File: config.mk
export PLATFORM = sky130hd
export DESIGN_NAME = compare_unit_flat
export DESIGN_NICKNAME = d
export VERILOG_FILES = /design/src/rtl/compare_unit_pkg.sv /design/src/rtl/compare_unit_if.sv /design/src/rtl/chunk_compare.sv /design/src/rtl/compare_unit.sv /design/src/flat_wrapper.sv
export SDC_FILE = /design/constraint.sdc
export NUM_CORES = 1
export LEC_CHECK = 0
export ABC_AREA = 1
export CAP_MARGIN = 10
export CORE_UTILIZATION = 54
export CTS_CLUSTER_DIAMETER = 50
export CTS_CLUSTER_SIZE = 28
export DETAILED_ROUTE_END_ITERATION = 10
export PLACE_DENSITY = 0.84
export SLEW_MARGIN = 20
export SYNTH_ARGS = -nofsm -noshare
export SYNTH_HDL_FRONTEND = slang
export SYNTH_SLANG_ARGS = --single-unit
File: constraint.sdc
create_clock -name clk -period 6.3 [get_ports clk]
set_clock_uncertainty 0.05 [all_clocks]
set_input_delay 0.945 -clock clk [delete_from_list [all_inputs] [get_ports clk]]
set_output_delay 0.945 -clock clk [all_outputs]
set_load 0.005 [all_outputs]
File: src/rtl/compare_unit_pkg.sv
// Shared math definitions for compare_unit: FSM state encodings and the
// index-width helper.
package compare_unit_pkg;

    localparam logic [1:0] COMPARE_IDLE = 2'd0;
    localparam logic [1:0] COMPARE_SCAN = 2'd1;
    localparam logic [1:0] COMPARE_DONE = 2'd2;

    typedef enum logic [1:0] {
        ST_IDLE = COMPARE_IDLE,
        ST_SCAN = COMPARE_SCAN,
        ST_DONE = COMPARE_DONE
    } state_t;

    // Ceiling log2, never less than 1 so a single-chunk bus still gets an index bit.
    function automatic int clog2_min1(input int value);
        int w;
        w = 0;
        while ((1 << w) < value) w++;
        return (w < 1) ? 1 : w;
    endfunction

endpackage

File: src/rtl/compare_unit_if.sv
// Operand and result handshakes of compare_unit. The slave modport is the
// comparator side, the master modport is the producer/consumer side.
interface compare_unit_if #(
    parameter int BUS_SIZE = 32
);
    logic                in_valid;
    logic                in_ready;
    logic [BUS_SIZE-1:0] a;
    logic [BUS_SIZE-1:0] b;
    logic                is_signed;
    logic                out_valid;
    logic                out_ready;
    logic                res_eq;
    logic                res_lt;
    logic                res_gt;

    modport master (
        output in_valid, a, b, is_signed, out_ready,
        input  in_ready, out_valid, res_eq, res_lt, res_gt
    );

    modport slave (
        input  in_valid, a, b, is_signed, out_ready,
        output in_ready, out_valid, res_eq, res_lt, res_gt
    );
endinterface

File: src/rtl/chunk_compare.sv
// Unsigned equality / less-than on one CHUNK_SIZE-bit slice of the operands.
module chunk_compare #(
    parameter int CHUNK_SIZE = 8
) (
    input  logic [CHUNK_SIZE-1:0] i_a,
    input  logic [CHUNK_SIZE-1:0] i_b,
    output logic                  chunk_eq,
    output logic                  chunk_lt
);
    assign chunk_eq = (i_a == i_b);
    assign chunk_lt = (i_a < i_b);
endmodule

File: src/rtl/compare_unit.sv
// Multi-cycle magnitude/equality comparator: scans the operands one chunk per
// cycle from the top, stopping at the first differing chunk.
module compare_unit
    import compare_unit_pkg::*;
#(
    parameter int BUS_SIZE   = 32,
    parameter int CHUNK_SIZE = 8
) (
    input  logic           clk,
    input  logic           rst_n,
    compare_unit_if.slave  bus
);
    localparam int                    NCHUNK    = BUS_SIZE / CHUNK_SIZE;
    localparam int                    IDX_W     = clog2_min1(NCHUNK);
    localparam logic [IDX_W-1:0]      IDX_TOP   = IDX_W'(NCHUNK - 1);
    localparam logic [BUS_SIZE-1:0]   SIGN_MASK = {1'b1, {(BUS_SIZE-1){1'b0}}};

    state_t                r_state;
    state_t                w_state_next;
    logic [BUS_SIZE-1:0]   r_opa;
    logic [BUS_SIZE-1:0]   r_opb;
    logic [IDX_W-1:0]      r_idx;
    logic                  r_eq;
    logic                  r_lt;
    logic                  r_gt;
    logic [CHUNK_SIZE-1:0] w_chunk_a;
    logic [CHUNK_SIZE-1:0] w_chunk_b;
    logic                  w_chunk_eq;
    logic                  w_chunk_lt;

    assign w_chunk_a = CHUNK_SIZE'(r_opa >> (int'(r_idx) * CHUNK_SIZE));
    assign w_chunk_b = CHUNK_SIZE'(r_opb >> (int'(r_idx) * CHUNK_SIZE));

    chunk_compare #(.CHUNK_SIZE(CHUNK_SIZE)) u_chunk_compare (
        .i_a      (w_chunk_a),
        .i_b      (w_chunk_b),
        .chunk_eq (w_chunk_eq),
        .chunk_lt (w_chunk_lt)
    );

    // NOTE: every always_comb output gets a default first, so no path can infer a latch.
    always_comb begin
        w_state_next  = r_state;
        bus.in_ready  = 1'b0;
        bus.out_valid = 1'b0;
        case (r_state)
            ST_IDLE: begin
                bus.in_ready = 1'b1;
                if (bus.in_valid) w_state_next = ST_SCAN;
            end
            ST_SCAN: begin
                if (!w_chunk_eq || (r_idx == '0)) w_state_next = ST_DONE;
            end
            ST_DONE: begin
                bus.out_valid = 1'b1;
                if (bus.out_ready) w_state_next = ST_IDLE;
            end
            default: w_state_next = ST_IDLE;
        endcase
    end

    // NOTE: sequential state uses non-blocking assignments so all registers update together.
    always_ff @(posedge clk or negedge rst_n) begin
        if (!rst_n) r_state <= ST_IDLE;
        else        r_state <= w_state_next;
    end

    // Flipping the sign bits maps two's-complement order onto unsigned order.
    always_ff @(posedge clk or negedge rst_n) begin
        if (!rst_n) begin
            r_opa <= '0;
            r_opb <= '0;
            r_idx <= '0;
            r_eq  <= 1'b0;
            r_lt  <= 1'b0;
            r_gt  <= 1'b0;
        end else begin
            case (r_state)
                ST_IDLE: begin
                    if (bus.in_valid) begin
                        r_opa <= bus.a ^ (bus.is_signed ? SIGN_MASK : '0);
                        r_opb <= bus.b ^ (bus.is_signed ? SIGN_MASK : '0);
                        r_idx <= IDX_TOP;
                    end
                end
                ST_SCAN: begin
                    if (!w_chunk_eq) begin
                        r_eq <= 1'b0;
                        r_lt <= w_chunk_lt;
                        r_gt <= !w_chunk_lt;
                    end else if (r_idx == '0) begin
                        r_eq <= 1'b1;
                        r_lt <= 1'b0;
                        r_gt <= 1'b0;
                    end else begin
                        r_idx <= r_idx - IDX_W'(1);
                    end
                end
                default: ;
            endcase
        end
    end

    assign bus.res_eq = r_eq;
    assign bus.res_lt = r_lt;
    assign bus.res_gt = r_gt;

endmodule

File: src/flat_wrapper.sv
// flat-port wrapper written by rule: the top's interface ports become plain ports
module compare_unit_flat import compare_unit_pkg::*;
#(
    parameter int BUS_SIZE   = 32,
    parameter int CHUNK_SIZE = 8
)
  (clk, rst_n, bus_in_valid, bus_a, bus_b, bus_is_signed, bus_out_ready, bus_in_ready, bus_out_valid, bus_res_eq, bus_res_lt, bus_res_gt);
  compare_unit_if #(.BUS_SIZE(BUS_SIZE)) bus_i ();
  input  logic clk;
  input  logic rst_n;
  input wire logic [$bits(bus_i.in_valid)-1:0] bus_in_valid;
  input wire logic [$bits(bus_i.a)-1:0] bus_a;
  input wire logic [$bits(bus_i.b)-1:0] bus_b;
  input wire logic [$bits(bus_i.is_signed)-1:0] bus_is_signed;
  input wire logic [$bits(bus_i.out_ready)-1:0] bus_out_ready;
  output wire logic [$bits(bus_i.in_ready)-1:0] bus_in_ready;
  output wire logic [$bits(bus_i.out_valid)-1:0] bus_out_valid;
  output wire logic [$bits(bus_i.res_eq)-1:0] bus_res_eq;
  output wire logic [$bits(bus_i.res_lt)-1:0] bus_res_lt;
  output wire logic [$bits(bus_i.res_gt)-1:0] bus_res_gt;
  assign bus_i.in_valid = bus_in_valid;
  assign bus_i.a = bus_a;
  assign bus_i.b = bus_b;
  assign bus_i.is_signed = bus_is_signed;
  assign bus_i.out_ready = bus_out_ready;
  assign bus_in_ready = bus_i.in_ready;
  assign bus_out_valid = bus_i.out_valid;
  assign bus_res_eq = bus_i.res_eq;
  assign bus_res_lt = bus_i.res_lt;
  assign bus_res_gt = bus_i.res_gt;
  compare_unit #(.BUS_SIZE(BUS_SIZE), .CHUNK_SIZE(CHUNK_SIZE)) u_core (.clk(clk), .rst_n(rst_n), .bus(bus_i));
endmodule
Figure 1. Clock network drawn from the DEF (run 1).
Scale: 8 px per um.
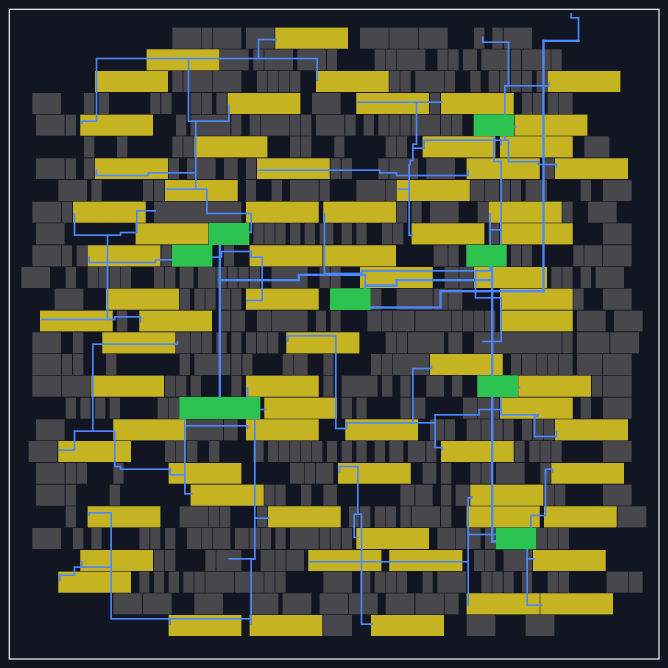
[blue] clock wires | length: 860 um
[green] clock-net drivers | count: 9
[yellow] flip-flops | count: 71
flops lie	widely spread
routed clock nets	10

Figure 2. Routed metal, one color a layer (run 1).
Scale: 4 px per um. Only two layers are drawn.
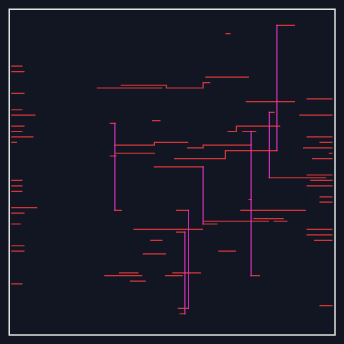
color	layer	wire length
red	M3	442 um
magenta	M4	165 um
routed vias: 2968
WL final: 8.271 mm
WL per Instance: 14.56 um
total track usage: 0.2705

==> flow_metrics.tcl, run 1 <==
# collected from the flow reports
set metrics [dict create \
    yosysSeqAreaShare 0.5267 \
    signal_buffers 74 \
    layout-drive-gt1-share 0.04462 \
    synth-edff-count 0 \
    synthTopLogicFamily "simple AND/OR/NAND/NOR gates" \
    fin_nets 566 \
    rsz0062_at_grt "false" \
    drv_slew 0 \
    ys.flops 71 \
    cts_root_buffer "clkbuf_8" \
    areaGrowthSynthToFinish_pct 27.26 \
    min_period_ps 3272 \
    worstHoldPathType "flop to flop" \
    r2r-end "u_core.bus.res_gt$_DFFE_PN0P_" \
    clkbuf_count 11 \
    die-area_mm2 0.006567 \
    max_clock_freq_mhz 305.6 \
    seq-cell-share 0.4139 \
    place_congestion 0.7902 \
    drt_first_pass_iters 5 \
    dp.cells 552 \
    routed.top_layer "met4" \
    postRouteAntennaNets 0 \
    ys_sh_adder 0.03338 \
    crit_top_cell "nand2_1" \
    worst_ep_arrival_time_ps 3450 \
    max_slew_margin 0.3086 \
    path_cells "inv_2 > o21ai_0 > o22ai_1 > ha_1 > nand2_1 > nor2_1 > a21oi_1 > nor2_1 > nand2_1 > nand2_1" \
    clkPwrFrac 0.188 \
    fin_util 0.7208 \
    initCoreUtil 0.5664 \
    drc 0 \
    core-area_mm2 0.005956 \
    h-tree-depth 3 \
    numCtsBuffers 9 \
    layout_top_cells "nand2_1 (231), clkdlybuf4s50_1 (72), dfrtp_1 (71), nor2_1 (24), o21ai_0 (21)" \
    clock-sinks 71 \
    die_h_um 81.04 \
    grt.met1_usage 0.3527 \
    critPathKind "flop to flop" \
    yosys_warnings 0 \
    top_regs "u_core.r_opa (32), u_core.r_opb (32)" \
    logic_area_mm2 0.001425 \
    tap_cells 75 \
    synth_cell_types 21 \
    warnings 26 \
    critPathMaxStageDelay_ps 1030 \
    clkTransAtPathRegs_ps 80 \
    top_area_cell "dfrtp_1" \
    dpl_cell_area_mm2 0.004065 \
    num_rows 28 \
    cellInternalPower_w 0.001283 \
    io_pins 74 \
    synth-simple-area-share 0.2889 \
    place_ws_ps 2679 \
    status "complete, no violations" \
    powerDensity_mw_per_mm2 504.7 \
    comb_area_frac 0.3320 \
    worstSkewPairLatency_ps 340 \
    avgSynthCellArea_um2 7.937 \
    dpl.hpwl_mm 5.127 \
    top_area_frac 0.5267 \
    buf_share 0.1708 \
    cp-end-kind "flop" \
    drtIter0Drc 267 \
    fp_nets 503 \
    antenna_found_initial 0 \
    switching_power_w 0.0008839 \
    sequentialPower_w 0.000835 \
    diodes 0 \
    final_common_cell "nand2_1" \
    comb_power_w 0.000925 \
    hold_buffers 0 \
    grt_start_max_net_pins 72 \
    ys_chip_area_mm2 0.003373 \
    xor_share 0.005193 \
    area_leaders "dfrtp_1 (53%), nand2_1 (26%), ha_1 (3.3%)" \
    grt_pass1_vias 2873 \
    setup_tns_ps 0 \
    reg2reg_from "u_core.r_idx[0]$_DFFE_PN0P_" \
    p_seq_frac 0.386 \
    finalSetupViolCount 0 \
]
Figure 3. Cell outlines without signal wires (run 1).
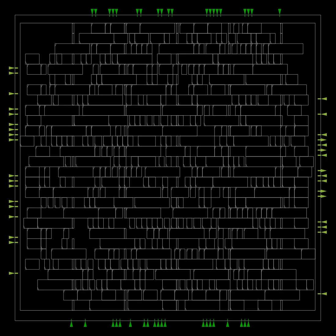
flop count: 71
fin cells: 568

Figure 4. Placement by cell class (run 1).
Scale: 3 px per um. Fill, decap, tap and diode cells in gray.
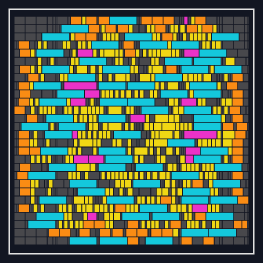

==> run 2: changes to the inputs <==
--- a/config.mk
+++ b/config.mk
@@ -7,11 +7,11 @@
 export LEC_CHECK = 0
 export ABC_AREA = 1
 export CAP_MARGIN = 10
-export CORE_UTILIZATION = 54
+export CORE_UTILIZATION = 51
 export CTS_CLUSTER_DIAMETER = 50
 export CTS_CLUSTER_SIZE = 28
 export DETAILED_ROUTE_END_ITERATION = 10
-export PLACE_DENSITY = 0.84
+export PLACE_DENSITY = 0.8
 export SLEW_MARGIN = 20
 export SYNTH_ARGS = -nofsm -noshare
 export SYNTH_HDL_FRONTEND = slang
==> constraint.sdc (replaced) <==
create_clock -name clk -period 3.3 [get_ports clk]
set_clock_uncertainty 0.05 [all_clocks]
set_input_delay 0.495 -clock clk [delete_from_list [all_inputs] [get_ports clk]]
set_output_delay 0.495 -clock clk [all_outputs]
set_load 0.005 [all_outputs]
Figure 5. Placement by cell class (run 2).
Scale: 3 px per um. Fill, decap, tap and diode cells in gray.
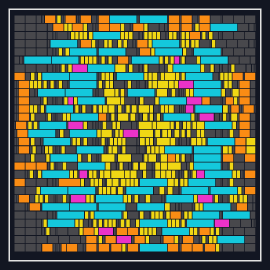
color	class	cells
magenta	clock drivers and dummy loads	16
yellow	remaining logic cells	332
cyan	registers	71
orange	remaining buffers and delay cells	79
Core Box Area: 0.006350 mm^2
flop share of the area: 0.4130
Core Rows: 29

==> run 2 against run 1 <==
Routed wire length shrank 8.6%. Synthesized area did not move. Largest cell class unchanged. Clock power grew 55%. Register-to-register slack worse by 2100 ps. Core utilization is 4.3 points lower. Largest power group unchanged.
==> flow_metrics.tcl, run 2 <==
# collected from the flow reports
set metrics [dict create \
    status "complete, no violations" \
    buf_share 0.1821 \
    grt_pass1_vias 2876 \
    place_ws_ps 1013 \
    areaGrowthSynthToFinish_pct 27.52 \
    rsz0062_at_grt "false" \
    warnings 26 \
    top_area_cell "dfrtp_1" \
    ys_chip_area_mm2 0.003373 \
    xor_share 0.005193 \
    dpl_cell_area_mm2 0.004118 \
    fp_nets 503 \
    grt_start_max_net_pins 40 \
    clkbuf_count 11 \
    grt.met1_usage 0.3362 \
    synth-edff-count 0 \
    top_area_frac 0.5267 \
    clock-sinks 71 \
    r2r-end "u_core.r_state[1]$_DFFE_PN0P_" \
    fin_util 0.6774 \
    drc 0 \
    vias 2936 \
    max_slew_margin 0.4497 \
    worstSkewPairLatency_ps 340 \
    layout_top_cells "nand2_1 (231), clkdlybuf4s50_1 (72), dfrtp_1 (71), nor2_1 (24), o21ai_0 (21)" \
    final_common_cell "nand2_1" \
    flop-count 71 \
    comb_power_w 0.00178 \
    yosys_warnings 0 \
    drv_slew 0 \
    numCtsBuffers 9 \
    critPathKind "flop to flop" \
    grtUsageTotal 0.2423 \
    hold_buffers 0 \
    top_regs "u_core.r_opa (32), u_core.r_opb (32)" \
    min_period_ps 2343 \
    drt_first_pass_iters 4 \
    tap_cells 77 \
    layout-drive-gt1-share 0.05622 \
]
No activity file was given, so power comes from the tool's default toggle rates.
